$ cat config.mk
export PLATFORM = sky130hd
export DESIGN_NAME = sort4_seq_ctrl
export DESIGN_NICKNAME = d
export VERILOG_FILES = /design/src/rtl/sort4_seq_ctrl.sv
export SDC_FILE = /design/constraint.sdc
export NUM_CORES = 1
export LEC_CHECK = 0
export CAP_MARGIN = 10
export CORE_MARGIN = 2
export CORE_UTILIZATION = 55
export CTS_CLUSTER_DIAMETER = 120
export DETAILED_ROUTE_END_ITERATION = 16
export PLACE_DENSITY_LB_ADDON = 0.05
export REMOVE_ABC_BUFFERS = 1
export SYNTH_ARGS = -nofsm -noshare
export SYNTH_HDL_FRONTEND = slang
export SYNTH_SLANG_ARGS = --single-unit
$ cat constraint.sdc
create_clock -name clk -period 5.6 [get_ports clk]
set_clock_uncertainty 0.15 [all_clocks]
set_input_delay 0.56 -clock clk [delete_from_list [all_inputs] [get_ports clk]]
set_output_delay 0.56 -clock clk [all_outputs]
set_load 0.05 [all_outputs]
$ cat src/rtl/sort4_seq_ctrl.sv
// Purpose: collects 4 samples and sorts them with one shared compare-swap unit (5-step network). Optional SORT4_SWAPCNT_EN adds swap_cnt.
// Latency: 6 clk edges from the 4th input handshake edge (inclusive) to out_valid high; busy for 5 cycles.
// Backpressure: in_ready only in LOAD; the result is held with out_valid until out_ready, with no overlap of load and unload.
module sort4_seq_ctrl #(
  parameter int DW     = 8,
  parameter int ASCEND = 1
) (
  input  logic          clk,
  input  logic          reset,
  input  logic [DW-1:0] a,
  input  logic          in_valid,
  output logic          in_ready,
  output logic [DW-1:0] ra,
  output logic [DW-1:0] rb,
  output logic [DW-1:0] rc,
  output logic [DW-1:0] rd,
  output logic          out_valid,
  input  logic          out_ready,
  output logic          busy
`ifdef SORT4_SWAPCNT_EN
  ,
  output logic [2:0]    swap_cnt
`endif
);

  localparam logic [1:0] LOAD = 2'd0;
  localparam logic [1:0] SORT = 2'd1;
  localparam logic [1:0] DONE = 2'd2;

  logic [1:0]    state;
  logic [1:0]    cnt;
  logic [2:0]    step;
  logic [DW-1:0] w  [4];
  logic [DW-1:0] wn [4];
  logic [1:0]    ia;
  logic [1:0]    ib;
  logic [DW-1:0] lo;
  logic [DW-1:0] hi;
  logic          do_swap;

  assign in_ready = (state == LOAD) && !reset;
  assign busy     = (state == SORT);

  // Pair selected by the network schedule; step values past 4 never occur in SORT.
  always_comb begin
    ia = 2'd1;
    ib = 2'd2;
    case (step)
      3'd0:    begin ia = 2'd0; ib = 2'd1; end
      3'd1:    begin ia = 2'd2; ib = 2'd3; end
      3'd2:    begin ia = 2'd0; ib = 2'd2; end
      3'd3:    begin ia = 2'd1; ib = 2'd3; end
      default: begin ia = 2'd1; ib = 2'd2; end
    endcase
    lo      = w[ia];
    hi      = w[ib];
    do_swap = (ASCEND != 0) ? (lo > hi) : (lo < hi);
    for (int i = 0; i < 4; i++) wn[i] = w[i];
    if (do_swap) begin
      wn[ia] = hi;
      wn[ib] = lo;
    end
  end

  always_ff @(posedge clk) begin
    if (reset) begin
      state     <= LOAD;
      cnt       <= 2'd0;
      step      <= 3'd0;
      for (int i = 0; i < 4; i++) w[i] <= '0;
      ra        <= '0;
      rb        <= '0;
      rc        <= '0;
      rd        <= '0;
      out_valid <= 1'b0;
`ifdef SORT4_SWAPCNT_EN
      swap_cnt  <= 3'd0;
`endif
    end else begin
      case (state)
        LOAD: begin
          if (in_valid) begin
            w[cnt] <= a;
            if (cnt == 2'd3) begin
              state    <= SORT;
              cnt      <= 2'd0;
              step     <= 3'd0;
`ifdef SORT4_SWAPCNT_EN
              swap_cnt <= 3'd0;
`endif
            end else begin
              cnt <= cnt + 2'd1;
            end
          end
        end
        SORT: begin
          for (int i = 0; i < 4; i++) w[i] <= wn[i];
`ifdef SORT4_SWAPCNT_EN
          swap_cnt <= swap_cnt + {2'b00, do_swap};
`endif
          // The last step publishes the swapped values directly so out_valid rises on the same edge.
          if (step >= 3'd4) begin
            state     <= DONE;
            step      <= 3'd0;
            ra        <= wn[0];
            rb        <= wn[1];
            rc        <= wn[2];
            rd        <= wn[3];
            out_valid <= 1'b1;
          end else begin
            step <= step + 3'd1;
          end
        end
        DONE: begin
          if (out_ready) begin
            out_valid <= 1'b0;
            state     <= LOAD;
            cnt       <= 2'd0;
          end
        end
        default: begin
          state     <= LOAD;
          cnt       <= 2'd0;
          step      <= 3'd0;
          out_valid <= 1'b0;
        end
      endcase
    end
  end

endmodule

==> run_1/cell_density.png <==
9 x 9 tiles, from white (low) to dark blue (high), 0 to 100% covered.
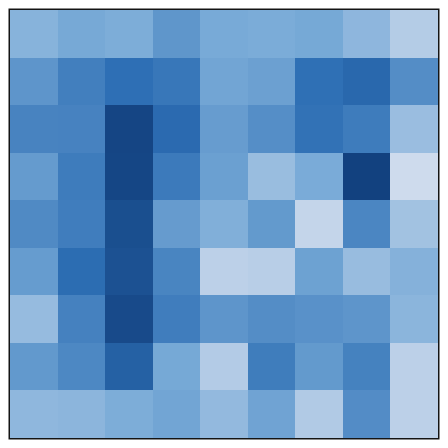
- mean over tiles: 57%
- fullest tile: 93%
- densest ninth of the die: west
- tiles over 75% full: 12%

==> run_1/layer_met1.png <==
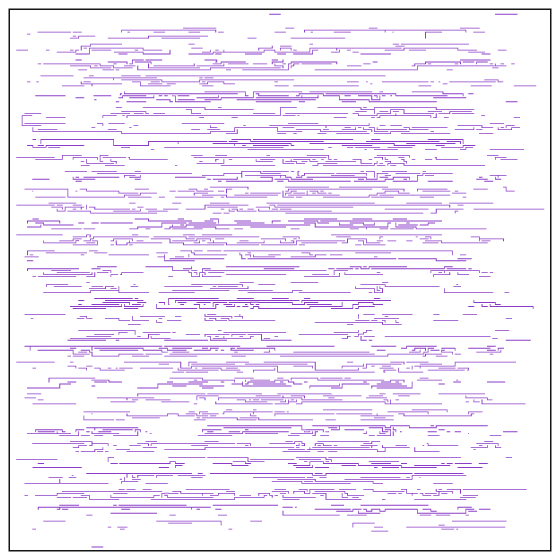
- share of all routed wire: 45%
- longest straight run: 40.9 µm
- wire length on this layer: 5770 µm
- main direction: horizontal
- nets with wire on the layer: 514
vias: 3993
met1 usage: 0.437

==> run_1/flops_by_reg.png <==
Other sequential cells in the stronger grey, the rest of the logic in the fainter grey.
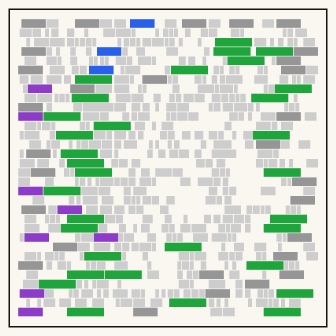
- blue: `step` (sequential cells 3)
- purple: `rd` (sequential cells 8)
- green: `w` (sequential cells 32; where all over the die)
- not coloured: 29
utilization after layout: 0.652
Storage cell area: 1760 µm²
sequential logic power: 0.586 mW
sequential fraction of total cell area: 0.353

==> impl_metrics.ini, run 1 <==
; flow metrics
[global_route]
antenna_found_initial = 0
top_usage_layer = met2
use_met2 = 0.481
grt_pass1_vias = 3665
use_met3 = 0.0675
grt_pass1_wl_mm = 20.3
grtUsageTotal = 0.311
grt.overflow.total = 0

[yosys]
synthTopCellsByCount = nand2_1, nor2_1, dfxtp_1
top_cell = nand2_1
postSynthSeqShare = 0.410
synth-async-reset-ratio = 0
topCellsByArea = edfxtp_1, dfxtp_1, nand2_1
avgSynthCellArea_um2 = 8.73
yosys_area_um2 = 4290
ff_type = dfxtp_1
ys.flops = 72
synth_cell_types = 58
yosys.area.top_type = edfxtp_1
ys_cells = 492
top_cell_area_share = 0.224
netlist_instances = 492
yosysWarnings = 0

[floorplan]
die_width_um = 92.4
fp.dieH_um = 92.4
core_um2 = 7650
num_rows = 32
die_area_um2 = 8530
io_pins = 47

[final_timing]
slew_headroom = 0.243
fin_ws_ns = 1.18
tns_ns = 0
fin_crit_sh = 0.789
period_needed_ns = 4.42
setup_violations = 0
hold_viol = 0
slew_viol_final = 0
fmax_ghz = 0.226
worst_pin_slew_ns = 1.13
rsz0062_at_grt = no

[clocking]
clkSinkCount = 72
htreeDepth = 3
cts_root_buffer = clkbuf_8
path_clk_slew_ns = 0.08
cts_resized = 0
post_cts_buffers = 0
insertion_delay_ns = 0.36
cts_hold_buf = 0
cts_inserted_buffers = 9

[detailed_routing]
wl_met1_mm = 5.77
drt_iter0_markers = 392
dr.pass1.iters = 5
avgRoutedWirePerCell_um = 20.3
drc = 0
avgViaCountPerCell = 6.32
wl_met3_um = 912
dr.max_layer_used = met4
postRouteAntennaNets = 0
route.met2.wl_mm = 5.89

[worst_setup_path]
cp-startpoint = step[0]
crit_fanout = 20
crit_buf_inv = 0
critical_path_class = register to register
crit_path_start_kind = register
cp.required_ns = 5.66
rrSetupSlack_ns = 1.18
reg2reg_from = step[0]
timing.rr.end = w[0][4]
critPathCapture = w[0][4]
crit_cells = 10
end_kind = register
ff2ff_path_depth = 10
worstPathArrival_ns = 4.48
cp_slowest_cell = o21ai_1

[pwr]
switchingPower_mw = 0.362
p_clk_mw = 0.390
ir_drop_uv = 139
fin_total_pwr_mw = 1.20
pwr-share-seq = 0.488
power_leakage_nw = 1.75
p_comb_frac = 0.187
maxPowerGroup = sequential cells
clock_power_share = 0.325
p_int_mw = 0.840
pg_comb_mw = 0.225

[hold_path]
hp-class = register to register
min_path_cells = 2
hp-start = rb[1]

[outcome]
status = finished, final reports clean

[placement]
place_inst = 616
portBuffers = 46
place.gp.congestion = 1.02
placed_cell_area_um2 = 4810
dp_slack_ns = 1.31
hpwl_mm = 9.33

[final_layout]
final_cells = 632
area_growth_syn_to_layout_pct = 16.1
final_nets = 554
stdcell_area_um2 = 4990
lay_top_cells = nand2_1, clkdlybuf4s50_1, nor2_1
fillers = 645
num_antenna_cells = 0
comb_area_um2 = 2340

[run]
warning_count = 31
cap_violations = 0
run 1: final cells by class:
cell class,instances,share of cell area
multi-input cells,373,0.470
inverters,16,0.0120
repair buffers,53,0.103
well taps,102,0.0256
flip-flops and latches,72,0.353
clock inverters,5,0.00552
clock buffers,11,0.0306
run 1: sequential cells by signal, summed over array words and instances, names as in the netlist:
name	flops
rd	8
step	3
rb	8
out_valid	1
cnt	2
w	32
state	2
ra	8
rc	8
run 1: kinds of logic after synthesis:
kind of cell / after synthesis / share of synthesized area
adder cells (fa/ha/maj): 17 / 0.0495
AND-OR/OR-AND: 155 / 0.250
AND/OR/NAND/NOR: 179 / 0.192
buffers and inverters: 47 / 0.0457
multiplexers: 22 / 0.0524
flip-flops: 72 / 0.410
==> inputs of run 2 (changes only) <==
--- a/config.mk
+++ b/config.mk
@@ -7,7 +7,7 @@
 export LEC_CHECK = 0
 export CAP_MARGIN = 10
 export CORE_MARGIN = 2
-export CORE_UTILIZATION = 55
+export CORE_UTILIZATION = 51
 export CTS_CLUSTER_DIAMETER = 120
 export DETAILED_ROUTE_END_ITERATION = 16
 export PLACE_DENSITY_LB_ADDON = 0.05
==> constraint.sdc (replaced) <==
create_clock -name clk -period 4.05 [get_ports clk]
set_clock_uncertainty 0.15 [all_clocks]
set_input_delay 0.405 -clock clk [delete_from_list [all_inputs] [get_ports clk]]
set_output_delay 0.405 -clock clk [all_outputs]
set_load 0.05 [all_outputs]
==> run_2/placement.png <==
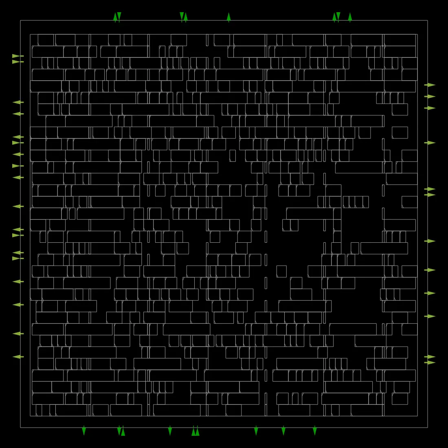
Post-Layout Cell Count: 652
sequential fraction of total cell area: 0.342

==> run_2/cell_density.png <==
10 x 10 tiles, from white (low) to dark blue (high), 0 to 100% covered.
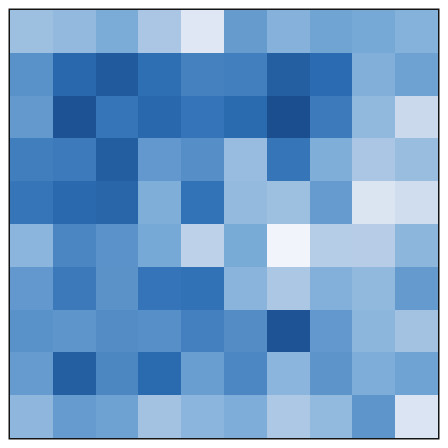
- emptiest ninth of the die: east
- fullest tile: 88%
- mean over tiles: 55%
- tiles over 75% full: 14%

==> run 2 against run 1 <==
Effect of this change: via count rose by 1.6%; synthesized area stayed put; flip-flop count unchanged; register-to-register slack worse by 0.96 ns; hold slack worse by 0.0040 ns; total power rose by 43%; clock power up 41%; critical endpoint is now w[3][5]; largest cell class unchanged.
==> impl_metrics.ini, run 2 <==
; flow metrics
[yosys]
yosys.area.top_type = edfxtp_1
postSynthSeqShare = 0.410
yosysWarnings = 0
avgSynthCellArea_um2 = 8.73
synthTopCellsByCount = nand2_1, nor2_1, dfxtp_1
top_cell = nand2_1
ys_cells = 492
yosys_area_um2 = 4290
netlist_instances = 492
topCellsByArea = edfxtp_1, dfxtp_1, nand2_1

[run]
cap_violations = 0
warning_count = 31

[final_layout]
num_antenna_cells = 0
area_growth_syn_to_layout_pct = 19.9
lay_top_cells = nand2_1, nor2_1, clkdlybuf4s50_1
final_core_util = 0.630
regMostFlops = w

[final_timing]
fin_crit_sh = 0.945
fin_ws_ns = 0.221
worst_pin_slew_ns = 1.13
slew_headroom = 0.245
tns_ns = 0
fmax_ghz = 0.261
slew_viol_final = 0

[clocking]
cts_root_buffer = clkbuf_8
insertion_delay_ns = 0.35
clkSinkCount = 72

[worst_setup_path]
crit_cells = 12
crit_fanout = 8
critical_path_class = register to register
reg2reg_from = step[0]
end_kind = register
worstPathArrival_ns = 3.77
rrSetupSlack_ns = 0.22
crit_buf_inv = 1
cp.required_ns = 3.99
critPathCapture = w[3][5]

[detailed_routing]
drt_iter0_markers = 311
vias = 4057
wl_met3_um = 981
avgRoutedWirePerCell_um = 21.3

[pwr]
ir_drop_uv = 198
maxPowerGroup = sequential cells
switchingPower_mw = 0.509
p_comb_frac = 0.204
power_leakage_nw = 1.84
p_int_mw = 1.20

[placement]
place.gp.congestion = 1.01
dp_slack_ns = 0.0859
place_inst = 637

[outcome]
status = finished, final reports clean

[floorplan]
die_area_um2 = 9170
core_um2 = 8180
num_rows = 33
io_pins = 47

[global_route]
use_met1 = 0.441
grt.overflow.total = 0
grt_pass1_wl_mm = 21.3
grt_pass1_vias = 3836

[hold_path]
hp-start = rb[1]
==> run_2/layer_met1.png <==
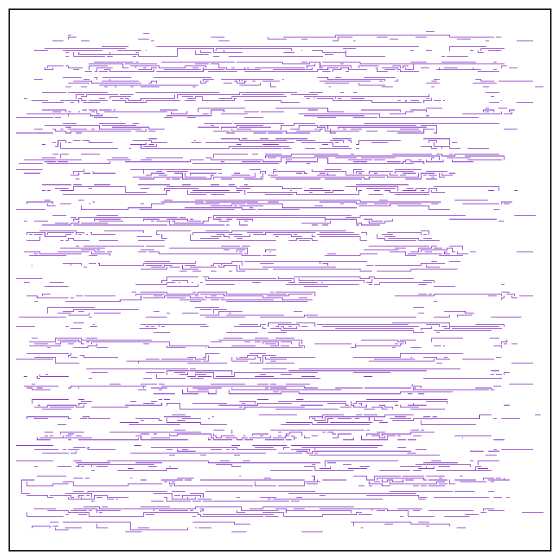
- longest straight run: 46.5 µm
- share of all routed wire: 45%
- nets with wire on the layer: 532
- main direction: horizontal

-- run 2: layout make-up --
type	count	area (µm²)
inverters	16	60.1
clock buffers	11	131
clock inverters	4	47.5
flip-flops and latches	72	1760
repair buffers	71	658
well taps	105	131
multi-input cells	373	2360
fillers	713	3030
-- run 2: logic make-up (layout without fill, tap and decap cells) --
logic type               after synthesis  in the layout  share of synthesized area
multiplexers                          22             22                     0.0524
buffers and inverters                 47            102                     0.0457
AND-OR/OR-AND                        155            155                      0.250
flip-flops                            72             72                      0.410
adder cells (fa/ha/maj)               17             17                     0.0495
AND/OR/NAND/NOR                      179            179                      0.192
-- run 2: repair_timing --
action,CTS,global route
setup endpoints to repair,0,50
hold buffers,0,0
gates resized,0,5
No activity file was given, so power comes from the tool's default toggle rates.
